Run 1, clock routing:
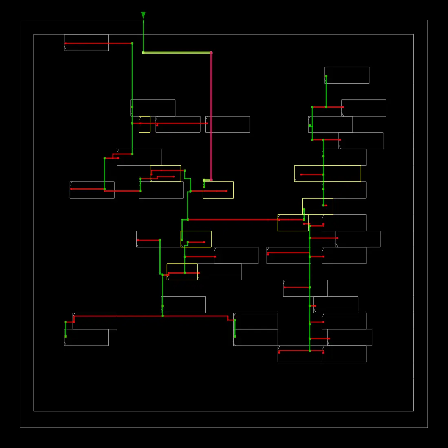
Run 1, metal layers overlaid:
Drawn at 4 px/micron.
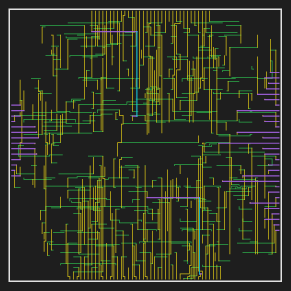
Run 1, metal 3:
Drawn at 6 px/micron.
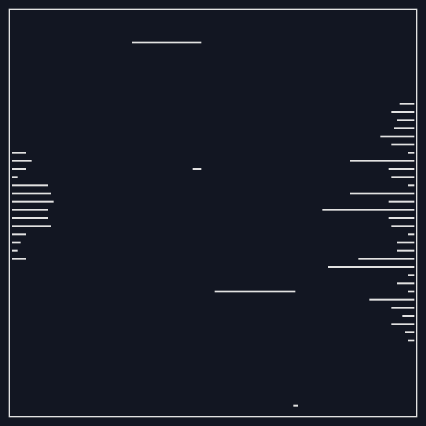
Run 1, clock network drawn from the DEF:
Drawn at 6 px/micron.
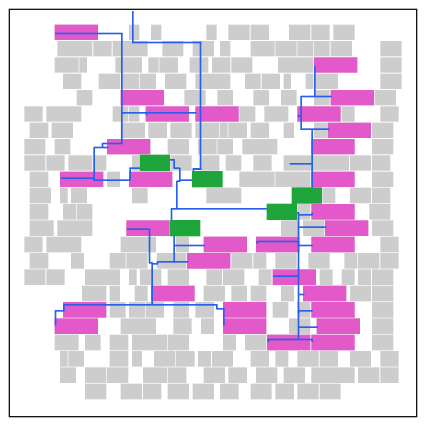
## src/rtl/lfsr_parallel.sv

```systemverilog
// Parallel LFSR engine: advances a Galois or Fibonacci LFSR by DATA_WIDTH bit-steps per evaluation.
// Serves CRC, scrambler/descrambler and PRBS use; combinational results plus a registered copy.
module lfsr_parallel #(
  parameter int                    LFSR_WIDTH        = 31,
  parameter logic [LFSR_WIDTH-1:0] LFSR_POLY         = 31'h10000001,
  parameter string                 LFSR_CONFIG       = "FIBONACCI",
  parameter int                    LFSR_FEED_FORWARD = 0,
  parameter int                    REVERSE           = 0,
  parameter int                    DATA_WIDTH        = 8,
  parameter string                 STYLE             = "AUTO"
) (
  input  logic                  clk,
  input  logic                  rst,
  input  logic [DATA_WIDTH-1:0] data_in,
  input  logic [LFSR_WIDTH-1:0] state_in,
  output logic [DATA_WIDTH-1:0] data_out,
  output logic [LFSR_WIDTH-1:0] state_out,
  output logic [DATA_WIDTH-1:0] data_out_reg,
  output logic [LFSR_WIDTH-1:0] state_out_reg
);

  localparam int IO_W = LFSR_WIDTH + DATA_WIDTH;
  localparam bit GALOIS = (LFSR_CONFIG == "GALOIS");
  localparam logic [LFSR_WIDTH-1:0] GAL_TAPS = {LFSR_POLY[LFSR_WIDTH-1:1], 1'b0};
  // Bit j-1 of FIB_TAPS selects s[j-1] for polynomial term x^j.
  localparam logic [LFSR_WIDTH-1:0] FIB_TAPS = LFSR_POLY >> 1;

  // Reference bit-serial model; vectors are packed {state, data}.
  function automatic logic [IO_W-1:0] lfsr_eval(input logic [IO_W-1:0] in_vec);
    logic [LFSR_WIDTH-1:0] s, s_r;
    logic [DATA_WIDTH-1:0] d, d_r, o, o_r;
    logic                  b, t, ob;
    s   = in_vec[IO_W-1:DATA_WIDTH];
    d   = in_vec[DATA_WIDTH-1:0];
    s_r = '0;
    d_r = '0;
    o   = '0;
    o_r = '0;
    if (REVERSE != 0) begin
      for (int unsigned i = 0; i < LFSR_WIDTH; i++) s_r[i] = s[LFSR_WIDTH-1-i];
      for (int unsigned i = 0; i < DATA_WIDTH; i++) d_r[i] = d[DATA_WIDTH-1-i];
      s = s_r;
      d = d_r;
    end
    for (int unsigned n = 0; n < DATA_WIDTH; n++) begin
      b = d[DATA_WIDTH-1];
      d = d << 1;
      if (GALOIS) begin
        ob = s[LFSR_WIDTH-1] ^ b;
        t  = (LFSR_FEED_FORWARD != 0) ? s[LFSR_WIDTH-1] : ob;
        s  = {s[LFSR_WIDTH-2:0], t} ^ ({LFSR_WIDTH{t}} & GAL_TAPS);
      end else begin
        t  = s[LFSR_WIDTH-1] ^ (^(s & FIB_TAPS));
        ob = t ^ b;
        s  = {s[LFSR_WIDTH-2:0], (LFSR_FEED_FORWARD != 0) ? b : ob};
      end
      o    = o << 1;
      o[0] = ob;
    end
    if (REVERSE != 0) begin
      for (int unsigned i = 0; i < LFSR_WIDTH; i++) s_r[i] = s[LFSR_WIDTH-1-i];
      for (int unsigned i = 0; i < DATA_WIDTH; i++) o_r[i] = o[DATA_WIDTH-1-i];
      s = s_r;
      o = o_r;
    end
    return {s, o};
  endfunction

  logic [IO_W-1:0] in_vec;
  logic [IO_W-1:0] out_vec;

  assign in_vec = {state_in, data_in};

  if (STYLE == "LOOP") begin : g_loop
    assign out_vec = lfsr_eval(in_vec);
  end else begin : g_reduction
    // The map is linear over GF(2), so each input bit contributes a fixed column
    // found by evaluating the model on that unit vector at elaboration time.
    logic [IO_W-1:0] term [IO_W];
    for (genvar i = 0; i < IO_W; i++) begin : g_col
      localparam logic [IO_W-1:0] COL = lfsr_eval({{(IO_W-1){1'b0}}, 1'b1} << i);
      assign term[i] = in_vec[i] ? COL : '0;
    end
    always_comb begin
      out_vec = '0;
      for (int unsigned i = 0; i < IO_W; i++) out_vec = out_vec ^ term[i];
    end
  end

  assign state_out = out_vec[IO_W-1:DATA_WIDTH];
  assign data_out  = out_vec[DATA_WIDTH-1:0];

  logic [DATA_WIDTH-1:0] data_reg_d,  data_reg_q;
  logic [LFSR_WIDTH-1:0] state_reg_d, state_reg_q;

  always_comb begin
    data_reg_d  = data_out;
    state_reg_d = state_out;
    if (rst) begin
      data_reg_d  = '0;
      state_reg_d = '0;
    end
  end

  always_ff @(posedge clk) begin
    data_reg_q  <= data_reg_d;
    state_reg_q <= state_reg_d;
  end

  assign data_out_reg  = data_reg_q;
  assign state_out_reg = state_reg_q;

endmodule

```

## config.mk

```make
export PLATFORM = sky130hd
export DESIGN_NAME = lfsr_parallel
export DESIGN_NICKNAME = d
export VERILOG_FILES = /design/src/rtl/lfsr_parallel.sv
export SDC_FILE = /design/constraint.sdc
export NUM_CORES = 1
export LEC_CHECK = 0
export CORE_MARGIN = 2
export CORE_UTILIZATION = 34
export DETAILED_ROUTE_END_ITERATION = 10
export PLACE_DENSITY = 0.9
export REMOVE_ABC_BUFFERS = 1
export SYNTH_ARGS = -nofsm -noshare
export SYNTH_HDL_FRONTEND = slang
export SYNTH_SLANG_ARGS = --single-unit
```

## constraint.sdc

```tcl
create_clock -name clk -period 1.9 [get_ports clk]
set_input_delay 0.475 -clock clk [delete_from_list [all_inputs] [get_ports clk]]
set_output_delay 0.475 -clock clk [all_outputs]
set_load 0.005 [all_outputs]
```

==> flow_summary.yaml, run 1 <==
# generated from flow reports
floorplanning:
  die_h_microns: 67.7
status:
  status: "complete, no violations"
critical_path:
  critical_path.startpoint_type: "input port"
  worst-endpoint-required_ns: 1.42
  crit_path_start: "data_in[5]"
  worst_ep_arrival_time_ns: 1.39
  critical_path.max_fanout: 2
  timing.critical_path.to_type: "primary output"
clock_network:
  cts.root.buffer_cell: "clkbuf_8"
  cts-buffers-inserted: 5
global_routing:
  wire_length_of_the_first_global_routing_pass_microns: 5190
  grt_start_max_net_pins: 28
final_timing:
  slew_viol_final: 0
  max_slew.worst_pin.slew_ns: 0.232
  timing.final.hold_violations: 0
  post-route-min-period_ns: 1.86
final_layout:
  num_antenna_cells: 0
  drive_gt1_share_pct: 29.2
  final_cell_area_sq_um: 2670
power_and_ir_drop:
  power.density_cell_area_nw_per_um2: 706
  p_leak_nw: 1.22
placement:
  buffer_ports.inserted: 118
  post_dp_cell_area_sq_um: 2480
synthesis:
  synth.ff_latch_count: 31
  synthesized_instance_count: 133
  synth_sequential_area_ratio_pct: 45.0
  ys.warnings.count: 0
  avgSynthCellArea_sq_um: 10.4
drt:
  vias: 1176
  drt_iter0_markers: 22
  ant_nets: 0
## Picture notes: 'clock routing'
clock network power consumption: 0.647 mW
flip-flops: 31
tally of clock buffers in the finished layout: 6

## Picture notes: 'metal layers overlaid'
[purple] met3 | wire length: 204 microns
[yellow] met2 | wire length: 2150 microns
[green] met1 | wire length: 1210 microns
[cyan] met4 | wire length: 40.1 microns

## Picture notes: 'metal 3'
main direction: horizontal
wire length on this layer: 204 microns

## Picture notes: 'clock network drawn from the DEF'
[blue] clock wires | length: 326 microns
[magenta] flip-flops | count: 31
[green] cells driving clock nets | count: 5
routed clock nets: 6

-- run 1: final timing paths --
kind / depth (start not counted) / slack (ns) / end
max: 3 / 0.04 / state_out[5]
min: 4 / 0.73 / data_out_reg[1]$_SDFF_PP0_
-- run 1: stage by stage --
step                      setup WS, ns  util (%)  setup TNS [ns]
after floorplan                  0.545         -               0
after global placement          -0.460      62.9           -7.77
after detailed placement        -0.582      62.9           -8.56
after CTS                      0.00216      67.2               0
after global routing          -0.00472      67.6        -0.00850
final                           0.0360      67.6               0
-- run 1: layer usage --
layer  vias up  wire length, microns  GRT usage, %
met5         -                     0             0
met4         0                    40          5.36
met3         4                   204          3.33
met2        48                  2150          33.5
met1       536                  1210          13.4
li1        588                     -             -
-- run 1: worst max-delay path, cell delays in order --
cell and delay (ns):
clkdlybuf4s50_1 0.55, xnor2_2 0.14, clkdlybuf4s15_2 0.23
-- run 1: power breakdown --
part           leakage [nW]  switching, mW  total, mW  internal [mW]
Combinational         0.899          0.170      0.526          0.357
Sequential            0.258         0.0144      0.707          0.692
Clock                0.0612          0.224      0.647          0.424
-- run 1: synth_stat cells --
library cell / count / area, sq um
dfxtp_1: 31 / 621
buf_4: 40 / 300
nor2_1: 8 / 30.0
buf_2: 2 / 10.0
mux2_2: 8 / 90.1
nor2b_1: 22 / 138
xnor2_1: 16 / 140
and2b_2: 3 / 26.3
and2b_1: 3 / 22.5
-- run 1: repair_timing --
item | CTS | global route
resized | 88 | 10
setup endpoints to repair | 39 | 10
pin swaps | 14 | 9
buffers inserted | 4 | 2
-- run 1: layout make-up --
| type | instances | area (sq um) | share of cell area (%) |
|---|---|---|---|
| Clock inverter | 2 | 35.0 | 1.31 |
| Tap cell | 50 | 62.6 | 2.35 |
| Clock buffer | 6 | 82.6 | 3.10 |
| Sequential cell | 31 | 621 | 23.3 |
| Timing Repair Buffer | 144 | 1310 | 49.0 |
| Multi-Input combinational cell | 60 | 559 | 21.0 |
-- run 1: cells by family (layout without fill, tap and decap cells) --
group / count (synthesis) / after routing / share of synthesized area (%)
DFF: 31 / 31 / 45.1
muxes: 8 / 8 / 6.54
and+or+nand+nor: 36 / 36 / 15.7
buffers and inverters: 42 / 152 / 22.5
xor gates and xnor gates: 16 / 16 / 10.2
==> run 2: changes to the inputs <==
CORE_MARGIN = unset   (was 2)
GPL_TIMING_DRIVEN = 0   (was unset)
==> run 2 against run 1 <==
Compared with the run above:
- highest routed layer unchanged
- sequential power about the same
- sequential share of layout area increased by 1.8 points
- flip-flop count unchanged
- largest power group unchanged
==> flow_summary.yaml, run 2 <==
# generated from flow reports
synthesis:
  netlist.area_leader.share_pct: 45.0
  synth.ff_latch_count: 31
  avgSynthCellArea_sq_um: 10.4
  synthFlopType: "dfxtp_1"
  synth_sequential_area_ratio_pct: 45.0
  synthesized_instance_count: 133
  top_area_cell: "dfxtp_1"
  edf_count: 0
  synth_dominant_cell_count: "buf_4"
drt:
  met1_wire_length_microns: 1070
  dr.max_layer_used: "met4"
  met3_wirelength_microns: 371
  route.met2.wl_microns: 1500
  drt_iter0_markers: 33
placement:
  buffer_ports.inserted: 118
  detailedPlace.worstSlack_ns: -0.560
status:
  status: "complete, no violations"
worst_hold_path:
  hold_path_sink: "data_out_reg[6]$_SDFF_PP0_"
  hold_crit_depth: 3
critical_path:
  critical_path.max_fanout: 2
  critical_path.startpoint_type: "input port"
  worst-endpoint-required_ns: 1.42
final_layout:
  num_antenna_cells: 0
global_routing:
  grt_start_max_net_pins: 37
  wire_length_of_the_first_global_routing_pass_microns: 4420
final_timing:
  setup_total_negative_slack_ns: 0
  max_slew.worst_pin.slew_ns: 0.643
  slew_viol_final: 0
floorplanning:
  die_h_microns: 65.7
power_and_ir_drop:
  power.density_cell_area_nw_per_um2: 735
  p_leak_nw: 1.15
clock_network:
  cts.root.buffer_cell: "clkbuf_8"
  cts-buffers-inserted: 5
==> run 2: cell counts after synthesis <==
No cell type changed its count.
==> run 2: power breakdown <==
| group | internal (mW) | switching, mW | total (mW) |
|---|---|---|---|
| sequential | 0.692 | 0.0136 | 0.706 |
| combinational | 0.310 | 0.150 | 0.461 |
| clock | 0.424 | 0.226 | 0.650 |
| total | 1.43 | 0.390 | 1.82 |
==> run 2: per-layer routing <==
| layer | GRT usage [%] | vias up |
|---|---|---|
| met1 | 12.3 | 468 |
| met5 | 0 | - |
| li1 | - | 558 |
| met3 | 5.73 | 2 |
| met2 | 26.5 | 75 |
| met4 | 6.52 | 0 |
==> run 2: layout make-up <==
type | count | area [sq um] | share of cell area (%)
Clock buffer | 6 | 82.6 | 3.34
Sequential cell | 31 | 621 | 25.1
Tap cell | 48 | 60.1 | 2.43
Clock inverter | 2 | 35.0 | 1.42
Timing Repair Buffer | 127 | 1150 | 46.6
Multi-Input combinational cell | 60 | 522 | 21.1
==> run 2: repair_timing <==
item	in CTS	in global routing
pin swaps	16	9
cloned	0	0
resized	99	12
setup buffers	9	0
setup endpoints to repair	47	16
==> run 2: per-stage QoR <==
stage                     instance area, sq um  instances  hold slack [ns]  power (mW)
after floorplan                           1070         91            0.547       0.831
after global placement                    2310        257             1.06        1.20
after detailed placement                  2310        257             1.07        1.21
after CTS                                 2450        274            0.649        1.85
after global routing                      2470        274            0.629        1.91
final                                     2470        274            0.626        1.82
==> run 2: how the worst max path moves through the flow <==
| stage | to | cells after the start | slack (ns) | start |
|---|---|---|---|---|
| after detailed placement | state_out[1] | 4 | -0.56 | state_in[24] |
| after global routing | state_out[5] | 4 | 0.006 | state_in[25] |
| final | state_out[5] | 4 | 0.06 | state_in[25] |
| after global placement | state_out[0] | 4 | -0.51 | state_in[23] |
| after CTS | state_out[3] | 4 | 0.003 | state_in[26] |
| after floorplan | data_out[0] | 2 | 0.55 | data_in[0] |
==> run 2: kinds of logic after synthesis <==
group,after synthesis,share of synthesized area [%]
buf+inv,42,22.5
xor+xnor,16,10.2
simple gates,36,15.7
mux,8,6.54
flops,31,45.1
==> run 2: worst max-delay path: stages <==
cell and delay (ns):
dlygate4sd2_1 0.28, xnor2_2 0.15, xnor2_1 0.19, dlygate4sd2_1 0.26
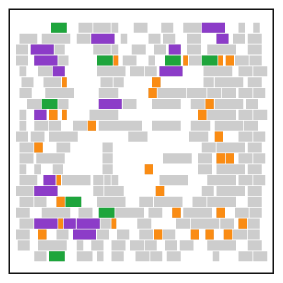
Run 2: gate-type map
Drawn at 4 px/micron.
[orange] NOR gates | cells: 30 | where: all over the die
[green] multiplexers | cells: 8
[purple] XOR/XNOR gates | cells: 16

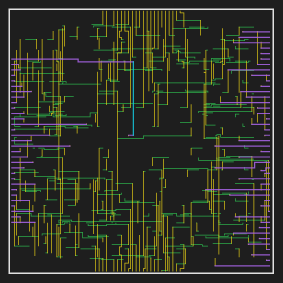
Run 2: metal layers overlaid
Drawn at 4 px/micron.
[green] met1 | wire length: 1070 microns
[purple] met3 | wire length: 371 microns
[cyan] met4 | wire length: 18.4 microns
[yellow] met2 | wire length: 1500 microns

Power figures rest on the tool's default switching activity, not on a simulated workload.
